===== src/rtl/spi_master.sv =====
// SPI master: serializes bytes MSB-first, holds select across bursts and
// enforces a minimum deselect gap between transactions.
module spi_master #(
  parameter int unsigned HALF_DIV   = 2,
  parameter int unsigned GAP_HALVES = 4
) (
  input  logic       clk,
  input  logic       reset,
  input  logic [7:0] tx_data,
  input  logic       tx_last,
  input  logic       tx_valid,
  output logic       tx_ready,
  output logic [7:0] rx_data,
  output logic       rx_valid,
  output logic       busy,
  output logic       s_clk,
  output logic       slave_sel,
  output logic       master_out,
  input  logic       master_in
);

  localparam int unsigned GapCycles = GAP_HALVES * HALF_DIV;
  localparam int unsigned CntMax    = (GapCycles > HALF_DIV) ? GapCycles : HALF_DIV;
  localparam int unsigned CntW      = $clog2(CntMax + 1);
  localparam logic [CntW-1:0] HalfEnd = CntW'(HALF_DIV - 1);
  localparam logic [CntW-1:0] GapEnd  = CntW'((GapCycles > 0) ? GapCycles - 1 : 0);

  typedef enum logic [2:0] {
    StIdle, StLead, StHigh, StLow, StStall, StTail, StGap
  } state_e;

  state_e          state_q, state_d;
  logic [CntW-1:0] cnt_q, cnt_d;
  logic [3:0]      bit_cnt_q, bit_cnt_d;
  logic [7:0]      shift_q, shift_d;
  logic            last_q, last_d;
  logic            sclk_q, sclk_d;
  logic            sel_q, sel_d;
  logic            mo_q, mo_d;
  logic [7:0]      rx_data_q, rx_data_d;
  logic            rx_valid_q, rx_valid_d;
  logic            live_q;
  logic            accept;
  logic            half_end;

  assign tx_ready   = live_q & ((state_q == StIdle) | (state_q == StStall));
  assign accept     = tx_valid & tx_ready;
  assign half_end   = (cnt_q == HalfEnd);
  assign busy       = (state_q != StIdle);
  assign s_clk      = sclk_q;
  assign slave_sel  = sel_q;
  assign master_out = mo_q;
  assign rx_data    = rx_data_q;
  assign rx_valid   = rx_valid_q;

  always_comb begin
    state_d    = state_q;
    cnt_d      = cnt_q;
    bit_cnt_d  = bit_cnt_q;
    shift_d    = shift_q;
    last_d     = last_q;
    sclk_d     = sclk_q;
    sel_d      = sel_q;
    mo_d       = mo_q;
    rx_data_d  = rx_data_q;
    rx_valid_d = 1'b0;

    unique case (state_q)
      StIdle, StStall: begin
        if (accept) begin
          shift_d   = tx_data;
          last_d    = tx_last;
          bit_cnt_d = 4'd0;
          sel_d     = 1'b0;
          sclk_d    = 1'b0;
          mo_d      = tx_data[7];
          cnt_d     = '0;
          state_d   = StLead;
          // Accept on STALL entry: the entry cycle already served as one low
          // clk of the lead, keeping the s_clk cadence continuous.
          if (state_q == StStall && rx_valid_q) begin
            if (HALF_DIV == 1) begin
              sclk_d  = 1'b1;
              state_d = StHigh;
            end else begin
              cnt_d = CntW'(1);
            end
          end
        end
      end
      StLead, StLow: begin
        if (half_end) begin
          sclk_d  = 1'b1;
          cnt_d   = '0;
          state_d = StHigh;
        end else begin
          cnt_d = cnt_q + CntW'(1);
        end
      end
      StHigh: begin
        if (half_end) begin
          sclk_d    = 1'b0;
          cnt_d     = '0;
          shift_d   = {shift_q[6:0], master_in};
          bit_cnt_d = bit_cnt_q + 4'd1;
          if (bit_cnt_q == 4'd7) begin
            rx_data_d  = shift_d;
            rx_valid_d = 1'b1;
            state_d    = last_q ? StTail : StStall;
          end else begin
            mo_d    = shift_d[7];
            state_d = StLow;
          end
        end else begin
          cnt_d = cnt_q + CntW'(1);
        end
      end
      StTail: begin
        if (half_end) begin
          sel_d   = 1'b1;
          sclk_d  = 1'b1;
          mo_d    = 1'b0;
          cnt_d   = '0;
          state_d = (GapCycles == 0) ? StIdle : StGap;
        end else begin
          cnt_d = cnt_q + CntW'(1);
        end
      end
      StGap: begin
        if (cnt_q == GapEnd) begin
          cnt_d   = '0;
          state_d = StIdle;
        end else begin
          cnt_d = cnt_q + CntW'(1);
        end
      end
      default: state_d = StIdle;
    endcase
  end

  always_ff @(posedge clk or negedge reset) begin
    if (!reset) begin
      state_q    <= StIdle;
      cnt_q      <= '0;
      bit_cnt_q  <= 4'd0;
      shift_q    <= 8'h00;
      last_q     <= 1'b0;
      sclk_q     <= 1'b1;
      sel_q      <= 1'b1;
      mo_q       <= 1'b0;
      rx_data_q  <= 8'h00;
      rx_valid_q <= 1'b0;
      live_q     <= 1'b0;
    end else begin
      state_q    <= state_d;
      cnt_q      <= cnt_d;
      bit_cnt_q  <= bit_cnt_d;
      shift_q    <= shift_d;
      last_q     <= last_d;
      sclk_q     <= sclk_d;
      sel_q      <= sel_d;
      mo_q       <= mo_d;
      rx_data_q  <= rx_data_d;
      rx_valid_q <= rx_valid_d;
      live_q     <= 1'b1;
    end
  end

endmodule

===== config.mk =====
export PLATFORM = sky130hd
export DESIGN_NAME = spi_master
export DESIGN_NICKNAME = d
export VERILOG_FILES = /design/src/rtl/spi_master.sv
export SDC_FILE = /design/constraint.sdc
export NUM_CORES = 1
export LEC_CHECK = 0
export CAP_MARGIN = 20
export CORE_MARGIN = 1.5
export CORE_UTILIZATION = 34
export CTS_CLUSTER_DIAMETER = 60
export DETAILED_ROUTE_END_ITERATION = 12
export HOLD_SLACK_MARGIN = 0.1
export SLEW_MARGIN = 40
export SYNTH_ARGS = -nofsm -noshare
export SYNTH_HDL_FRONTEND = slang
export SYNTH_SLANG_ARGS = --single-unit

===== constraint.sdc =====
create_clock -name clk -period 3.55 [get_ports clk]
set_input_delay 1.065 -clock clk [delete_from_list [all_inputs] [get_ports clk]]
set_output_delay 1.065 -clock clk [all_outputs]
set_load 0.02 [all_outputs]

==> reports/metrics.csv <==
metric,value,unit
yosys_warnings,0,
comb_power_share,43.9,%
routed_via_density,5.085,
power.density,817.9,nW/um^2
tritoncts,yes,
min_period,3.041,ns
area_leaders,"dfrtp_1, nand2_1, mux2i_1, o21ai_0, dfstp_2",
drt_wl_total,3548,um
die_w,72.96,um
endpoint_kind,primary output,
path_delay_family,buffers and inverters,
bufAreaShareNonClock,13.47,%
total_power,1.717,mW
path_max_fanout,16,
clockBufferDepth,2,
grt.met3_usage,2.486,%
n_antenna_cell,0,
fillers,472,
ir_drop,0.3334,mV
worst_r2r_path_depth,6,
finalSetupTns,0,ns
netlist_instances,174,
fp.dieArea,5323,sq um
buffers,29,
critPathBufInv,1,
simple_gate_share,21.80,%
crit_cells,3,
vias,1373,
use_met2,23.34,%
power_leakage,0.9104,nW
p_sw_share,38.32,%
cts-root-buf,clkbuf_8,
clkbuf_count,5,
status,"complete, no violations",
ys_types,48,
holdCritStartpoint,rx_data[0],
setup_viol,0,
mappedNetlistArea,1664,sq um
==> per-stage QoR <==
stage / utilization, % / hold slack (ns) / instance area [sq um] / worst slack, ns
floorplan: - / 0.4418 / 1664 / 1.490
global placement: 42.09 / 0.4567 / 1988 / 0.8683
detailed placement: 42.09 / 0.4619 / 1988 / 0.8285
CTS: 44.45 / 0.4798 / 2100 / 0.4880
global route: 44.45 / 0.4950 / 2100 / 0.3812
finish: 44.45 / 0.4716 / 2100 / 0.5089
==> flip-flops by register name, summed over array words and instances (netlist names) <==
name / flops
cnt_q: 4
master_out: 1
s_clk: 1
rx_data: 8
state_q: 3
last_q: 1
slave_sel: 1
live_q: 1
rx_valid: 1
bit_cnt_q: 4
shift_q: 7
Gate-type map:
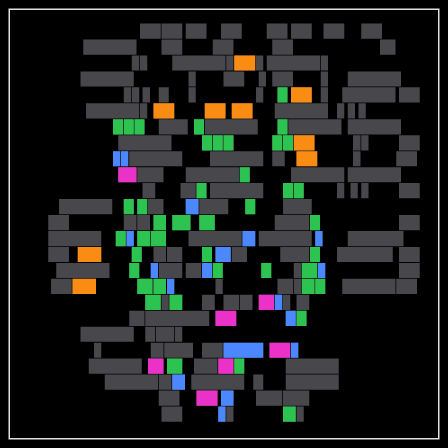
[AND-OR and OR-AND gates] magenta | cells: 7 | where: bottom center
[NOR gates] blue | cells: 18 | most used: nor2_1
[multiplexers] orange | cells: 9 | most used: mux2i_1
[inverting AOI/OAI gates] green | cells: 42 | most used: o21ai_0
final non-filler cell total: 270
logic share of the area: 37.84%

Sequential cells grouped by signal name:
Other sequential cells in the stronger gray, the rest of the logic in the fainter gray.
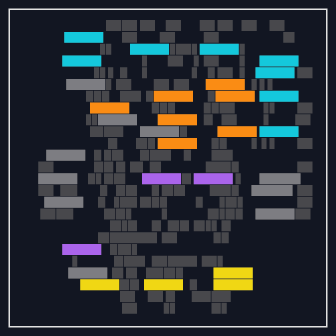
[shift_q] orange | flops: 7
[cnt_q] yellow | flops: 4
[rx_data] cyan | flops: 8
[state_q] purple | flops: 3
fin util: 44.45%
fraction of area in registers: 38.26%

Clock routing:
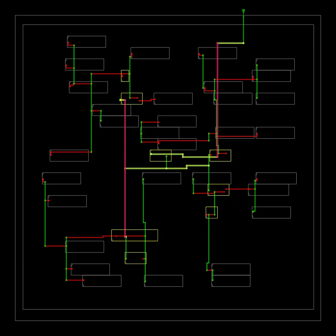
P_clk: 0.349 mW
clock tree sinks: 32
Worst Skew: 0.009523 ns
TritonCTS Buffers: 5
clk ins delay skew pair: 0.29 ns

Floorplan with the power grid:
Pins as bars on the die edge.
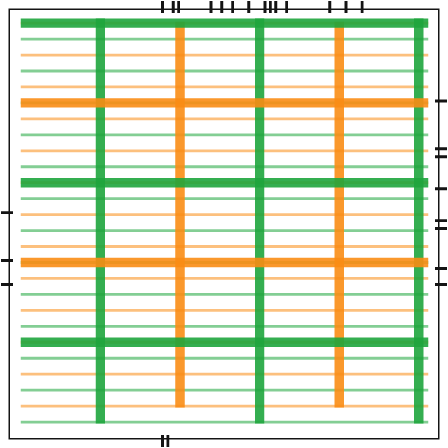
[VDD] orange
[VSS] green
signal pins: 27
met4 straps: 5
met1 rails: 26
Core Footprint: 4723 sq um
Die Ht: 72.96 um

Placed cells, one color a class:
Scale bar: 20 um. Fill, decap, tap and diode cells in gray.
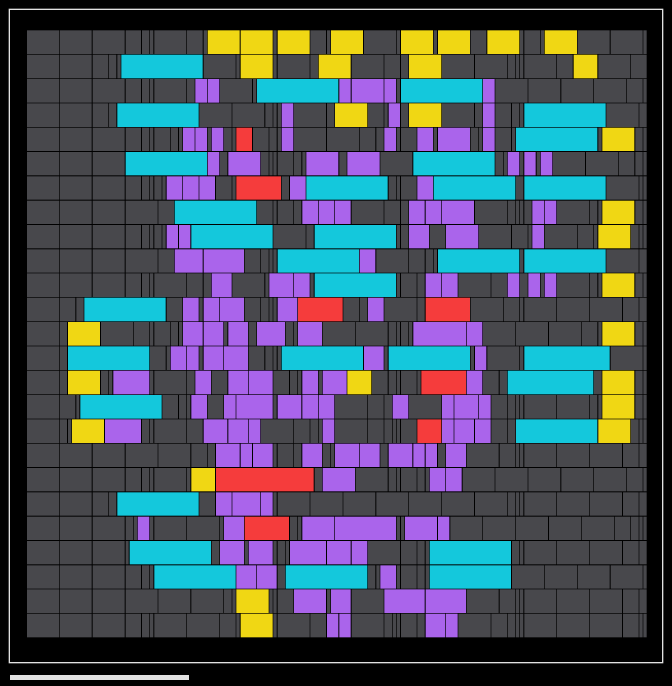
[other buffers and delay cells] yellow | cells: 29 | share of their area: 14%
[clock drivers and dummy loads] red | cells: 8 | share of their area: 5.5%
[combinational and other logic] purple | cells: 134 | share of their area: 41%
[flops] cyan | cells: 32 | share of their area: 40%
# rows: 25
Post-Layout Inst Area: 2100 sq um

Power figures rest on the tool's default switching activity, not on a simulated workload.
